$ cat src/rtl/l2_block_responder.sv
// L2 block responder: moves whole cache blocks between an L1 miss-repair
// handshake interface and a single-port synchronous SRAM, one word per beat.
module l2_block_responder #(
  parameter int BLOCK_WORDS = 32,
  parameter int MEM_AW      = 12
) (
  input  logic              clk,
  input  logic              rst,
  input  logic              req_valid,
  output logic              req_ready,
  input  logic              req_write,
  input  logic [31:0]       req_addr,
  input  logic              wdata_valid,
  output logic              wdata_ready,
  input  logic [31:0]       wdata,
  output logic              rdata_valid,
  input  logic              rdata_ready,
  output logic [31:0]       rdata,
  output logic              rdata_last,
  output logic              req_done,
  output logic              busy,
  output logic              mem_en,
  output logic              mem_we,
  output logic [MEM_AW-1:0] mem_addr,
  output logic [31:0]       mem_wdata,
  input  logic [31:0]       mem_rdata
);

  localparam int BW    = $clog2(BLOCK_WORDS);
  localparam int TAG_W = MEM_AW - BW;
  localparam logic [BW-1:0] LAST_BEAT = BW'(BLOCK_WORDS - 1);
  localparam logic [BW-1:0] ONE_BEAT  = BW'(1);
  localparam logic [BW-1:0] ZERO_BEAT = BW'(0);

  typedef enum logic [2:0] {
    IDLE       = 3'd0,
    WRITE      = 3'd1,
    RD_FETCH   = 3'd2,
    RD_CAPTURE = 3'd3,
    RD_SEND    = 3'd4,
    DONE       = 3'd5
  } state_t;

  state_t            state_r, state_s;
  logic [TAG_W-1:0]  blk_r, blk_s;
  logic [BW-1:0]     beat_r, beat_s;
  logic [31:0]       rdata_r, rdata_s;
  logic              last_beat_s;
  logic              unused_s;

  // The block index sits above the beat bits, so base+beat can never carry out.
  assign mem_addr    = {blk_r, beat_r};
  assign rdata       = rdata_r;
  assign last_beat_s = (beat_r == LAST_BEAT);
  assign unused_s    = ^{req_addr[31:MEM_AW+2], req_addr[BW+1:0]};

  // State, block index, beat counter and read-data holding register.
  always_ff @(posedge clk) begin
    if (rst) begin
      state_r <= IDLE;
      blk_r   <= {TAG_W{1'b0}};
      beat_r  <= ZERO_BEAT;
      rdata_r <= 32'd0;
    end else begin
      state_r <= state_s;
      blk_r   <= blk_s;
      beat_r  <= beat_s;
      rdata_r <= rdata_s;
    end
  end

  // Next-state and output decode.
  always_comb begin
    state_s     = state_r;
    blk_s       = blk_r;
    beat_s      = beat_r;
    rdata_s     = rdata_r;
    req_ready   = 1'b0;
    wdata_ready = 1'b0;
    rdata_valid = 1'b0;
    rdata_last  = 1'b0;
    req_done    = 1'b0;
    busy        = (state_r != IDLE);
    mem_en      = 1'b0;
    mem_we      = 1'b0;
    mem_wdata   = 32'd0;
    case (state_r)
      IDLE: begin
        req_ready = 1'b1;
        if (req_valid) begin
          blk_s   = req_addr[MEM_AW+1:BW+2];
          beat_s  = ZERO_BEAT;
          state_s = req_write ? WRITE : RD_FETCH;
        end else begin
          state_s = IDLE;
        end
      end
      WRITE: begin
        wdata_ready = 1'b1;
        if (wdata_valid) begin
          mem_en    = 1'b1;
          mem_we    = 1'b1;
          mem_wdata = wdata;
          if (last_beat_s) begin
            state_s = DONE;
          end else begin
            beat_s = beat_r + ONE_BEAT;
          end
        end else begin
          state_s = WRITE;
        end
      end
      RD_FETCH: begin
        mem_en  = 1'b1;
        state_s = RD_CAPTURE;
      end
      RD_CAPTURE: begin
        rdata_s = mem_rdata;
        state_s = RD_SEND;
      end
      RD_SEND: begin
        rdata_valid = 1'b1;
        rdata_last  = last_beat_s;
        if (rdata_ready) begin
          if (last_beat_s) begin
            state_s = DONE;
          end else begin
            beat_s  = beat_r + ONE_BEAT;
            state_s = RD_FETCH;
          end
        end else begin
          state_s = RD_SEND;
        end
      end
      DONE: begin
        req_done = 1'b1;
        state_s  = IDLE;
      end
      default: begin
        state_s = IDLE;
      end
    endcase
  end

endmodule

$ cat config.mk
export PLATFORM = sky130hd
export DESIGN_NAME = l2_block_responder
export DESIGN_NICKNAME = d
export VERILOG_FILES = /design/src/rtl/l2_block_responder.sv
export SDC_FILE = /design/constraint.sdc
export NUM_CORES = 1
export LEC_CHECK = 0
export CAP_MARGIN = 20
export CORE_ASPECT_RATIO = 1.2
export CORE_UTILIZATION = 32
export CTS_CLUSTER_SIZE = 28
export DETAILED_ROUTE_END_ITERATION = 10
export PLACE_DENSITY = 0.81
export SLEW_MARGIN = 20
export SYNTH_ARGS = -nofsm -noshare
export SYNTH_HDL_FRONTEND = slang
export SYNTH_SLANG_ARGS = --single-unit
$ cat constraint.sdc
create_clock -name clk -period 2 [get_ports clk]
set_input_delay 0.6 -clock clk [delete_from_list [all_inputs] [get_ports clk]]
set_output_delay 0.6 -clock clk [all_outputs]
set_load 0.05 [all_outputs]
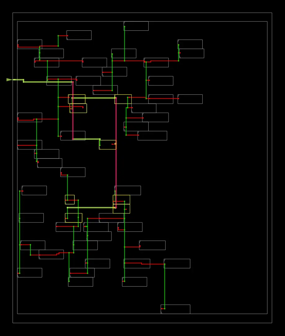
*Clock nets, run 1*
clock network power consumption: 617 uW
latest clock arrival within the worst-skew pair: 0.29 ns
flip-flops: 47
clkbuf count: 7
clk_skew: 0.00366 ns

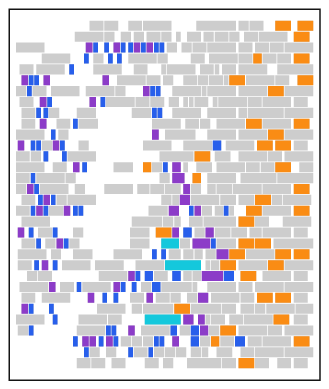
*Gate-type map, run 1*
Scale: 4 px per um.
purple -> inverting AOI/OAI gates  # cells 48, most used a21oi_1
cyan -> adder and majority cells  # cells 3, most used ha_4
blue -> NAND gates  # cells 80, most used nand2_1
orange -> AND and OR gates  # cells 39, most used and3_4

==> out/results.tsv, run 1 <==
stage	metric	value	unit
global_routing	grt_pass1_wl	14.0	mm
outcome	outcome	complete, but fails checks	
layout	nFillCells	421	
clock_network	htree_levels	2	
layout	flop_area	955	um^2
worst_hold_path	worst_hold_path.num_cells	2	
worst_setup_path	critPathLaunchType	flip-flop	
global_routing	antenna_found_initial	0	
synth	synth_cells	278	
place	gp_congestion	0.780	
power_and_ir_drop	p_seq	1120	uW
detailed_routing	drc	0	
floorplan	io_pins	186	
power_and_ir_drop	powerComb	3540	uW
place	place_area	0.00428	mm^2
layout	seq_share	0.197	
power_and_ir_drop	power_density	1090	mW/mm^2
layout	comb_area_share	0.277	
worst_setup_path	endpoint	rdata_last	
synth	ys_warn_count	0	
worst_setup_path	crit_required	1.40	ns
layout	area_delta_synth_final	123	%
layout	nonClkBufAreaFrac	0.478	
timing	finalWorstSetupSlack	-0.0616	ns
power_and_ir_drop	intPower	3070	uW
layout	largestClassByArea	non-clock buffers	
timing	report.final.hold_viol_count	0	
timing	fin_crit_sh	1.03	
floorplan	die_x	77.3	um
synth	xor_area_frac	0.00402	
detailed_routing	wl_met1	3.29	mm
flow_run	maxCapViolations	0	
timing	setup_violations	36	
worst_hold_path	hold_end	rdata[15]	
layout	diodes	0	
outcome	failed_checks	negative setup slack	
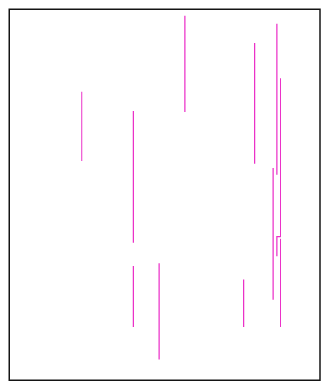
*Metal 4, run 1*
Scale: 4 px per um.
nets with wire on the layer = 11
longest straight run = 39.4 um
main direction = vertical
share of all routed wire = 3.1%
wire length on this layer = 291 um

-- run 1: cell usage in the layout (no fill, tap or decap), types with 6 or more instances in the layout --
| master | n |
|---|---|
| nand2_1 | 70 |
| buf_4 | 60 |
| and3_4 | 34 |
| buf_6 | 8 |
| clkdlybuf4s50_1 | 72 |
| buf_12 | 44 |
| nand2b_1 | 6 |
| nor2_1 | 9 |
| mux2i_1 | 9 |
| dfxtp_1 | 40 |
| clkbuf_8 | 7 |
| a21oi_1 | 34 |
-- run 1: Yosys cell counts --
| master | number | area, um^2 |
|---|---|---|
| a2111oi_2 | 1 | 15.0 |
| a211oi_2 | 1 | 12.5 |
| a21oi_1 | 34 | 170 |
| a22oi_1 | 2 | 15.0 |
| a311oi_1 | 1 | 8.76 |
| a31oi_1 | 2 | 12.5 |
| and2_1 | 4 | 25.0 |
| and3_1 | 34 | 213 |
| buf_2 | 8 | 40.0 |
| buf_4 | 1 | 7.51 |
| buf_6 | 1 | 11.3 |
| clkbuf_1 | 13 | 48.8 |
| dfxtp_1 | 47 | 941 |
| ha_1 | 3 | 37.5 |
| inv_1 | 4 | 15.0 |
| inv_2 | 1 | 3.75 |
| mux2i_1 | 10 | 100 |
| nand2_1 | 71 | 267 |
| nand2b_1 | 6 | 37.5 |
| nand3_1 | 1 | 5.00 |
| nand3b_1 | 2 | 15.0 |
| nor2_1 | 11 | 41.3 |
| nor2b_1 | 8 | 50.1 |
| nor3_1 | 2 | 10.0 |
| o21ai_0 | 2 | 10.0 |
| o21ai_1 | 1 | 5.00 |
| o21bai_1 | 1 | 7.51 |
| o22ai_1 | 1 | 6.26 |
| o31ai_1 | 1 | 7.51 |
| o32a_1 | 1 | 10.0 |
| o32ai_1 | 1 | 8.76 |
| or3_4 | 1 | 11.3 |
| xnor2_1 | 1 | 8.76 |
==> run 2, diff against run 1 <==
- CORE_AREA: default -> 2 2 73 75
- CORE_ASPECT_RATIO: 1.2 -> default
- CORE_UTILIZATION: 32 -> default
- DIE_AREA: default -> 0 0 75 77
- DONT_BUFFER_PORTS: default -> 1
- PLACE_DENSITY: 0.81 -> default
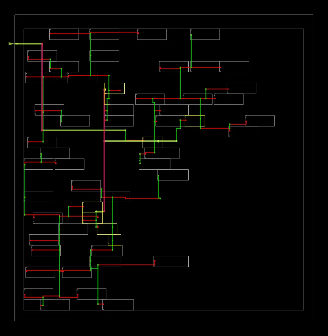
*Clock nets, run 2*
Num CTS Buffers: 5
clock network power consumption: 591 uW
clock sink count: 47
clk_skew: 0.00232 ns

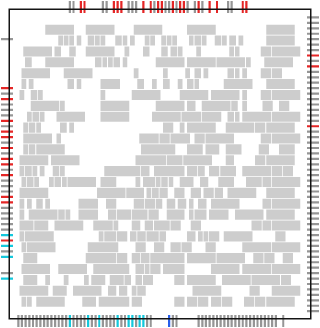
*Ports around the boundary, run 2*
Scale: 4 px per um. Pins as bars across the die edge, other pins in grey.
red -> `rdata`  # pins 32, direction output, edge 17 top, 12 left, 3 right
cyan -> `mem_addr`  # pins 12, direction output, edge 8 bottom, 4 left
blue -> `rdata_last`  # pins 1, direction output, edge bottom
all pins by edge = 63 bottom, 55 right, 35 left, 33 top

==> run 2 against run 1 <==
Register-to-register slack improved by 0.04 ns. Largest cell class is now combinational gates. Sequential power up 22%. Clock power is 4.2% lower. Largest power group unchanged. The flow now finishes without violations. Final area is 32% lower. Wire length decreased by 36%. Core utilization shrank 8.4 points.
==> out/results.tsv, run 2 <==
stage	metric	value	unit	change
floorplan	io_pins	186		unchanged
power_and_ir_drop	leakage	0.00132	uW	
synth	top_cells_by_area	dfxtp_1 43%, nand2_1 12%, and3_1 9.8%, a21oi_1 7.8%, mux2i_1 4.6%		
worst_setup_path	rr_startpoint	beat_r[1]		
worst_setup_path	cp-end-kind	output pin		
layout	layout_top_cell	nand2_1		
synth	most_common_cell	nand2_1		
detailed_routing	drc	0		unchanged
flow_run	maxCapViolations	0		unchanged
synth	synth_chip_area	0.00218	mm^2	
detailed_routing	drt_first_pass_iters	4		
worst_setup_path	critPathTopFamily	simple AND/OR/NAND/NOR gates		
floorplan	coreArea	0.00498	mm^2	
place	gp_congestion	0.793		+1.7%
clock_network	cts_tree	built		
clock_network	clock_path_buffers	2		
outcome	outcome	finished, final reports clean		
floorplan	die_x	75	um	-3.0%
synth	synthFlopType	dfxtp_1		
detailed_routing	num_vias	2063		
detailed_routing	antenna_left	0		
global_routing	grt_pass1_wl	8.89	mm	-36%
timing	finalWorstSetupSlack	0.0212	ns	+0.0828 ns
place	place_area	0.00307	mm^2	-28%
synth	avgSynthCellArea	7.83	um^2	
detailed_routing	drt-vias-per-instance	5.25		
worst_setup_path	critPathLaunchType	flip-flop		
clock_network	htree_levels	2		unchanged
layout	layout_top_cells	71 x nand2_1, 40 x dfxtp_1, 37 x buf_12		
worst_setup_path	crit_required	1.40	ns	about the same
global_routing	antenna_found_initial	0		unchanged
layout	final_util	0.665		
layout	area_delta_synth_final	52.0	%	
synth	synth_cells	278		unchanged
timing	report.final.hold_viol_count	0		unchanged
synth	synth.cells.most_frequent	71 x nand2_1, 47 x dfxtp_1, 34 x a21oi_1, 34 x and3_1, 13 x clkbuf_1		
clock_network	insertion_delay	0.29	ns	about the same
synth	async_flop_share	0		unchanged
layout	stdcell_area	0.00331	mm^2	
worst_hold_path	worst_hold_path.num_cells	1		-1
layout	diodes	0		unchanged
clock_network	clk_pin_slew	0.08	ns	
synth	ys_warn_count	0		unchanged
synth	largest_area_cell	dfxtp_1		
detailed_routing	drtIter0Drc	110		
detailed_routing	drt_wl_total	6.00	mm	
synth	synth-edff-count	0		unchanged
clock_network	holdBufCountCts	0		
power_and_ir_drop	power_density	1280	mW/mm^2	+18%
worst_setup_path	crit_buf_inv	0		
layout	nets	427		
global_routing	grt_pass1_vias	1900		
synth	yosys.area.top_type_share	0.432		unchanged
timing	setup_violations	0		-100%
timing	fin_crit_sh	0.989		-0.0414
power_and_ir_drop	fin_total_pwr	4250	uW	
worst_setup_path	cp_max_fo	2		
floorplan	rows	26		
worst_setup_path	path_class	flip-flop to output pin		
worst_hold_path	hold_end	blk_r[4]		
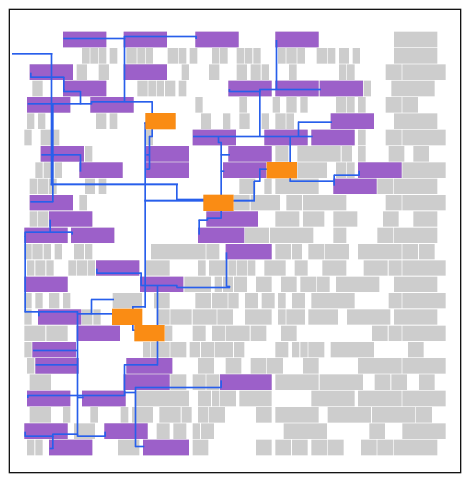
*Clock network drawn from the DEF, run 2*
Scale: 6 px per um.
blue -> clock wires  # length 541 um
purple -> flip-flops  # count 47
orange -> cells driving clock nets  # count 5
routed clock nets = 6

run 2: cell counts after synthesis:
No cell type changed its count.
run 2: repair_timing:
| item | CTS | global route |
|---|---|---|
| buffers inserted | 2 | 4 |
| endpoints found under the setup margin | 37 | 38 |
| gates resized | 10 | 13 |
| pin swaps | 2 | 2 |
run 2: cell families (layout without fill, tap and decap cells):
kind of cell / after synthesis / count (layout) / synth area share
xor+xnor: 1 / 1 / 0.00402
buf+inv: 28 / 73 / 0.0580
compound gates: 49 / 49 / 0.133
flops: 47 / 47 / 0.432
fa+ha+maj: 3 / 3 / 0.0172
mux: 10 / 10 / 0.0460
simple gates: 140 / 140 / 0.310
run 2: layout make-up:
type                       count  area (um^2)
inverter                       5         21.3
multi-input combinational    203         1220
clock inverter                 1         8.76
timing repair buffer          60          932
clock buffer                   7         86.3
fill                         423         1670
tap                           70         87.6
sequential                    47          955
run 2: worst max-delay path by stage:
| stage | from | to | slack, ns | depth (start not counted) |
|---|---|---|---|---|
| global route | state_r[0] | mem_we | -0.03 | 5 |
| CTS | state_r[0] | mem_wdata[8] | -0.008 | 4 |
| floorplan | wdata_valid | mem_en | -0.08 | 4 |
| finish | beat_r[1] | rdata_last | 0.02 | 4 |
| detailed placement | wdata_valid | mem_wdata[8] | 0.04 | 4 |
| global placement | wdata_valid | mem_wdata[8] | 0.06 | 4 |
run 2: where the power goes:
part	total (uW)	internal, uW	switching, uW
combinational	2280	1040	1240
clock	591	284	308
sequential	1370	1050	329
total	4250	2370	1880
run 2: routing by layer:
| metal | vias to the layer above | wire, um | track usage |
|---|---|---|---|
| met4 | 0 | 85 | 0.0625 |
| met3 | 9 | 640 | 0.0565 |
| met2 | 110 | 3060 | 0.339 |
| li1 | 1015 | - | - |
| met1 | 929 | 2220 | 0.229 |
| met5 | - | 0 | 0 |
Power figures rest on the tool's default switching activity, not on a simulated workload.
